File: config.mk
export PLATFORM = sky130hd
export DESIGN_NAME = dpcm_decoder
export DESIGN_NICKNAME = d
export VERILOG_FILES = /design/src/rtl/dpcm_decoder.sv
export SDC_FILE = /design/constraint.sdc
export NUM_CORES = 1
export LEC_CHECK = 0
export ABC_AREA = 0
export CAP_MARGIN = 30
export CELL_PAD_IN_SITES_DETAIL_PLACEMENT = 0
export CELL_PAD_IN_SITES_GLOBAL_PLACEMENT = 1
export CORE_MARGIN = 1
export CORE_UTILIZATION = 51
export DETAILED_ROUTE_END_ITERATION = 12
export PLACE_DENSITY_LB_ADDON = 0.1
export SLEW_MARGIN = 40
export SYNTH_ARGS = -nofsm -noshare
export SYNTH_HDL_FRONTEND = slang
export SYNTH_SLANG_ARGS = --single-unit
export TNS_END_PERCENT = 100
File: constraint.sdc
create_clock -name clock -period 6.97 [get_ports clock]
set_input_delay 1.7425 -clock clock [delete_from_list [all_inputs] [get_ports clock]]
set_output_delay 1.7425 -clock clock [all_outputs]
set_load 0.05 [all_outputs]
File: src/rtl/dpcm_decoder.sv
// dpcm_decoder: rebuilds absolute samples from signed residuals (predictor + residual),
// with the predictor restarting at 0 every FRAME_LEN residuals; results queue in an output FIFO.
// Latency: one cycle from accept to out_valid into an empty FIFO. in_ready = !full (registered).
// Optional feature macro: DPCM_DEC_SATURATE_EN (clamp to 0..2^SAMPLE_W-1, sticky sat_flag).
module dpcm_decoder #(
  parameter int DIFF_W    = 4,
  parameter int SAMPLE_W  = 8,
  parameter int FRAME_LEN = 16,
  parameter int OUT_DEPTH = 4
) (
  input  logic                clock,
  input  logic                reset,
  input  logic                in_valid,
  output logic                in_ready,
  input  logic [DIFF_W-1:0]   data,
  output logic                out_valid,
  input  logic                out_ready,
  output logic [SAMPLE_W-1:0] out_data,
  output logic                frame_start,
  output logic                sat_flag
);

  localparam int AW = (OUT_DEPTH > 1) ? $clog2(OUT_DEPTH) : 1;
  localparam int CW = $clog2(OUT_DEPTH + 1);
  localparam int FW = (FRAME_LEN > 1) ? $clog2(FRAME_LEN) : 1;
`ifdef DPCM_DEC_SATURATE_EN
  // Two extra bits: a sign bit plus headroom so max base + positive residual is not read as negative.
  localparam int SW = SAMPLE_W + 2;
`else
  // Wrap mode only needs the low SAMPLE_W bits; the adder truncates naturally.
  localparam int SW = SAMPLE_W;
`endif

  logic [AW-1:0]       wr_ptr_q, wr_ptr_d;
  logic [AW-1:0]       rd_ptr_q, rd_ptr_d;
  logic [CW-1:0]       count_q, count_d;
  logic [FW-1:0]       frame_cnt_q, frame_cnt_d;
  logic [SAMPLE_W-1:0] pred_q, pred_d;
  logic [SAMPLE_W-1:0] last_dat_q, last_dat_d;
  logic                last_fs_q, last_fs_d;
  logic [SAMPLE_W-1:0] mem_dat_q [OUT_DEPTH];
  logic [SAMPLE_W-1:0] mem_dat_d [OUT_DEPTH];
  logic                mem_fs_q  [OUT_DEPTH];
  logic                mem_fs_d  [OUT_DEPTH];

  logic                push;
  logic                pop;
  logic                first;
  logic [SW-1:0]       base;
  logic [SW-1:0]       resid;
  logic [SW-1:0]       sum;
  logic [SAMPLE_W-1:0] result;
`ifdef DPCM_DEC_SATURATE_EN
  logic                sat_q, sat_d;
  logic                clamp;
`endif

  // Handshake status comes only from the registered count.
  assign in_ready  = (count_q != CW'(OUT_DEPTH));
  assign out_valid = (count_q != '0);
  assign push      = in_valid && in_ready;
  assign pop       = out_valid && out_ready;

  // Reconstruct the sample for the residual currently offered.
  always_comb begin
    first = (frame_cnt_q == '0);
    base  = first ? '0 : SW'(pred_q);
    resid = {{(SW - DIFF_W){data[DIFF_W-1]}}, data};
    sum   = base + resid;
`ifdef DPCM_DEC_SATURATE_EN
    clamp  = 1'b0;
    result = sum[SAMPLE_W-1:0];
    if (sum[SW-1]) begin
      result = '0;
      clamp  = 1'b1;
    end else if (sum[SW-2]) begin
      result = '1;
      clamp  = 1'b1;
    end
`else
    result = sum;
`endif
  end

  // Next-state for pointers, occupancy, framing, predictor and held output.
  always_comb begin
    wr_ptr_d    = wr_ptr_q;
    rd_ptr_d    = rd_ptr_q;
    count_d     = count_q + CW'(push) - CW'(pop);
    frame_cnt_d = frame_cnt_q;
    pred_d      = pred_q;
    last_dat_d  = last_dat_q;
    last_fs_d   = last_fs_q;
    mem_dat_d   = mem_dat_q;
    mem_fs_d    = mem_fs_q;
`ifdef DPCM_DEC_SATURATE_EN
    sat_d       = sat_q;
`endif
    if (push) begin
      mem_dat_d[wr_ptr_q] = result;
      mem_fs_d[wr_ptr_q]  = first;
      wr_ptr_d            = wr_ptr_q + 1'b1;
      pred_d              = result;
      frame_cnt_d         = (frame_cnt_q == FW'(FRAME_LEN - 1)) ? '0 : frame_cnt_q + 1'b1;
`ifdef DPCM_DEC_SATURATE_EN
      sat_d               = sat_q | clamp;
`endif
    end
    if (pop) begin
      // Remember the departing head so the outputs hold it once the FIFO drains.
      last_dat_d = mem_dat_q[rd_ptr_q];
      last_fs_d  = mem_fs_q[rd_ptr_q];
      rd_ptr_d   = rd_ptr_q + 1'b1;
    end
  end

  // Control and datapath registers with synchronous reset.
  always_ff @(posedge clock) begin
    if (reset) begin
      wr_ptr_q    <= '0;
      rd_ptr_q    <= '0;
      count_q     <= '0;
      frame_cnt_q <= '0;
      pred_q      <= '0;
      last_dat_q  <= '0;
      last_fs_q   <= 1'b0;
`ifdef DPCM_DEC_SATURATE_EN
      sat_q       <= 1'b0;
`endif
    end else begin
      wr_ptr_q    <= wr_ptr_d;
      rd_ptr_q    <= rd_ptr_d;
      count_q     <= count_d;
      frame_cnt_q <= frame_cnt_d;
      pred_q      <= pred_d;
      last_dat_q  <= last_dat_d;
      last_fs_q   <= last_fs_d;
`ifdef DPCM_DEC_SATURATE_EN
      sat_q       <= sat_d;
`endif
    end
  end

  // FIFO storage; contents are only visible through count, so no reset needed.
  always_ff @(posedge clock) begin
    mem_dat_q <= mem_dat_d;
    mem_fs_q  <= mem_fs_d;
  end

  // Head entry while valid, otherwise the last sample shown.
  always_comb begin
    out_data    = last_dat_q;
    frame_start = last_fs_q;
    if (out_valid) begin
      out_data    = mem_dat_q[rd_ptr_q];
      frame_start = mem_fs_q[rd_ptr_q];
    end
  end

`ifdef DPCM_DEC_SATURATE_EN
  assign sat_flag = sat_q;
`else
  assign sat_flag = 1'b0;
`endif

endmodule
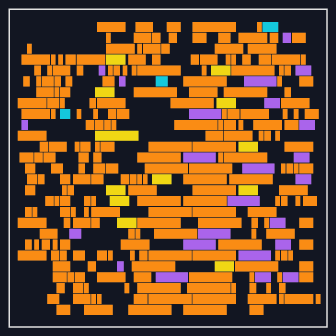
sizing.png
Scale: 4 px per um.
Key: orange = x1 and smaller [cells 241, share 86%, most used nand2_1]; yellow = x6 and larger [cells 12, share 4.3%, most used clkbuf_8]; cyan = x3 and x4 [cells 3, share 1.1%]; purple = x2 [cells 24, share 8.6%]

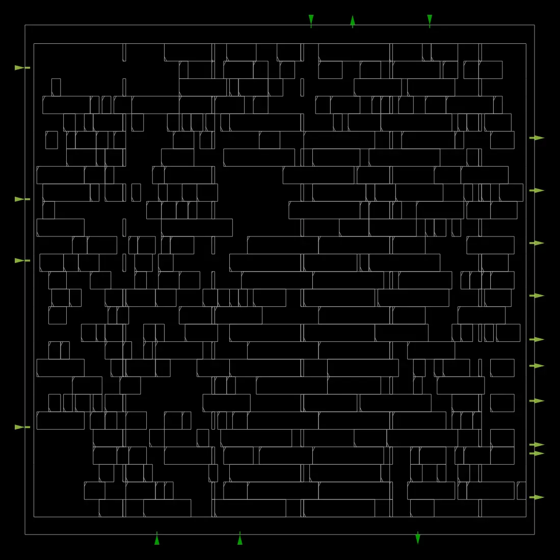
placed.png
tap cells: 72
Core Region: 5610 um^2

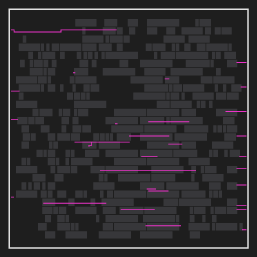
m3.png
Scale: 3 px per um.
The longest straight run is 31.7 um. The wires run mostly horizontal. The layer carries 213 um of wire. 23 nets have wire on it. The layer holds 4.1% of the routed length.

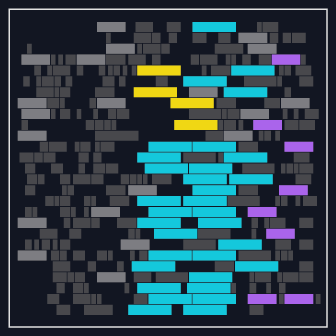
ff_map.png
Scale: 4 px per um. Other sequential cells in the stronger grey, the rest of the logic in the fainter grey.
Key: purple = last_dat_q [sequential cells 8]; cyan = mem_dat_q [sequential cells 32]; yellow = mem_fs_q [sequential cells 4, where north]
Another 20 sequential cells are not coloured.

==> summary.txt <==
run results: Final Max Tran Viols 0, LEAKAGE ~1.3 nW, status completed, Min-Delay Path Depth 2, crit path DRT 5230 ps, pin count of the biggest net entering global routing 30, WL/cell 15.0 um, Yosys warning total 0, CTS Buf Count 9, remaining antenna violation count 0, Overflow after GRT 0, stage-log warning count 30, Synth cell types 46, Worst setup EP type output pin, Mapped Cells between 200 and 300, asr flop ratio synth 0, Sequential Power Share 0.364, reg2reg start frame_cnt_q[0], fin crit share 0.632, fin crit period approximately 4400 ps, CTS Buffer Depth 2, PD cells 414 nW/um^2, Hold Path Origin pred_q[2], worst clock skew 5.11 ps, CP max FO 11
cell families after synthesis:
family,after synthesis,share of synthesized area
flops,64,0.542
buf+inv,26,0.0401
xor+xnor,11,0.0318
simple gates,77,0.125
compound gates,41,0.0810
other cells,1,0.00124
fa+ha+maj,17,0.0752
mux,19,0.104
worst reg2reg max path, cell delays in order (launching register included):
cell      delay [ps]
dfxtp_1          400
inv_1             70
ha_1             190
nor3b_1          130
buf_4            190
nor2b_1          130
ha_1             210
inv_1             70
fa_1             410
nor2b_1          140
o21ai_1          100
a21boi_0         380
nor2_1           190
state kept, by name, indices dropped and copies added, names as in the netlist:
name / count
mem_fs_q: 4
count_q: 3
last_fs_q: 1
wr_ptr_q: 2
frame_cnt_q: 4
mem_dat_q: 32
rd_ptr_q: 2
pred_q: 8
last_dat_q: 8
worst paths after layout:
| kind | end | slack, ps |
|---|---|---|
| setup / recovery | out_data[5] | 2570 |
| hold / removal | pred_q[2] | 450 |
| setup reg to reg | mem_dat_q[20] | 4090 |
| hold reg to reg | pred_q[2] | 450 |
metal layers:
metal	up-vias	routed length, um	track usage	share of wire
li1	947	-	-	-
met1	918	2460	0.248	0.47
met2	37	2520	0.310	0.48
met3	7	213	0.0356	0.040
met4	0	76	0.107	0.014
met5	-	0	0	0
cells in the mapped netlist, drive strengths merged, types with 3 or more instances:
cell type	instances	area [um^2]
a211oi	3	22.5
a21oi	22	110
and3	5	31.3
buf	6	45.0
clkbuf	5	18.8
dfxtp	28	561
edfxtp	36	1080
ha	15	188
inv	14	52.6
mux2	9	101
mux4	9	203
nand2	38	145
nor2	10	37.5
nor2b	9	56.3
o211ai	3	22.5
o21ai	5	28.8
xnor2	8	70.1
xor2	3	26.3
per-stage QoR:
stage / std cells / hold WS [ps] / instance area, um^2 / total power, W / setup WS, ps
after detailed placement: 336 / 444 / 3240 / 0.00112 / 2870
after floorplan: 256 / 432 / 3030 / 0.000975 / 3690
final: 352 / 451 / 3440 / 0.00142 / 2570
after CTS: 352 / 453 / 3440 / 0.00144 / 2490
after global placement: 336 / 439 / 3240 / 0.00111 / 2860
after global routing: 352 / 471 / 3440 / 0.00151 / 2410
area by class of cell:
| class | count | area (um^2) |
|---|---|---|
| Timing Repair Buffer | 19 | 183 |
| Inverter | 15 | 57.6 |
| Sequential cell | 64 | 1640 |
| Tap cell | 72 | 90.1 |
| Clock buffer | 13 | 159 |
| Fill cell | 475 | 2170 |
| Clock inverter | 3 | 40.0 |
| Multi-Input combinational cell | 166 | 1260 |
power by group through the flow:
stage / Sequential, W / Combinational (W) / Clock [W]
floorplan: 0.000504 / 0.000471 / 0
global placement: 0.000526 / 0.000588 / 0
detailed placement: 0.000528 / 0.000593 / 0
CTS: 0.000521 / 0.000597 / 0.000325
global route: 0.000527 / 0.000639 / 0.000340
finish: 0.000518 / 0.000590 / 0.000316
No activity file was given, so power comes from the tool's default toggle rates.
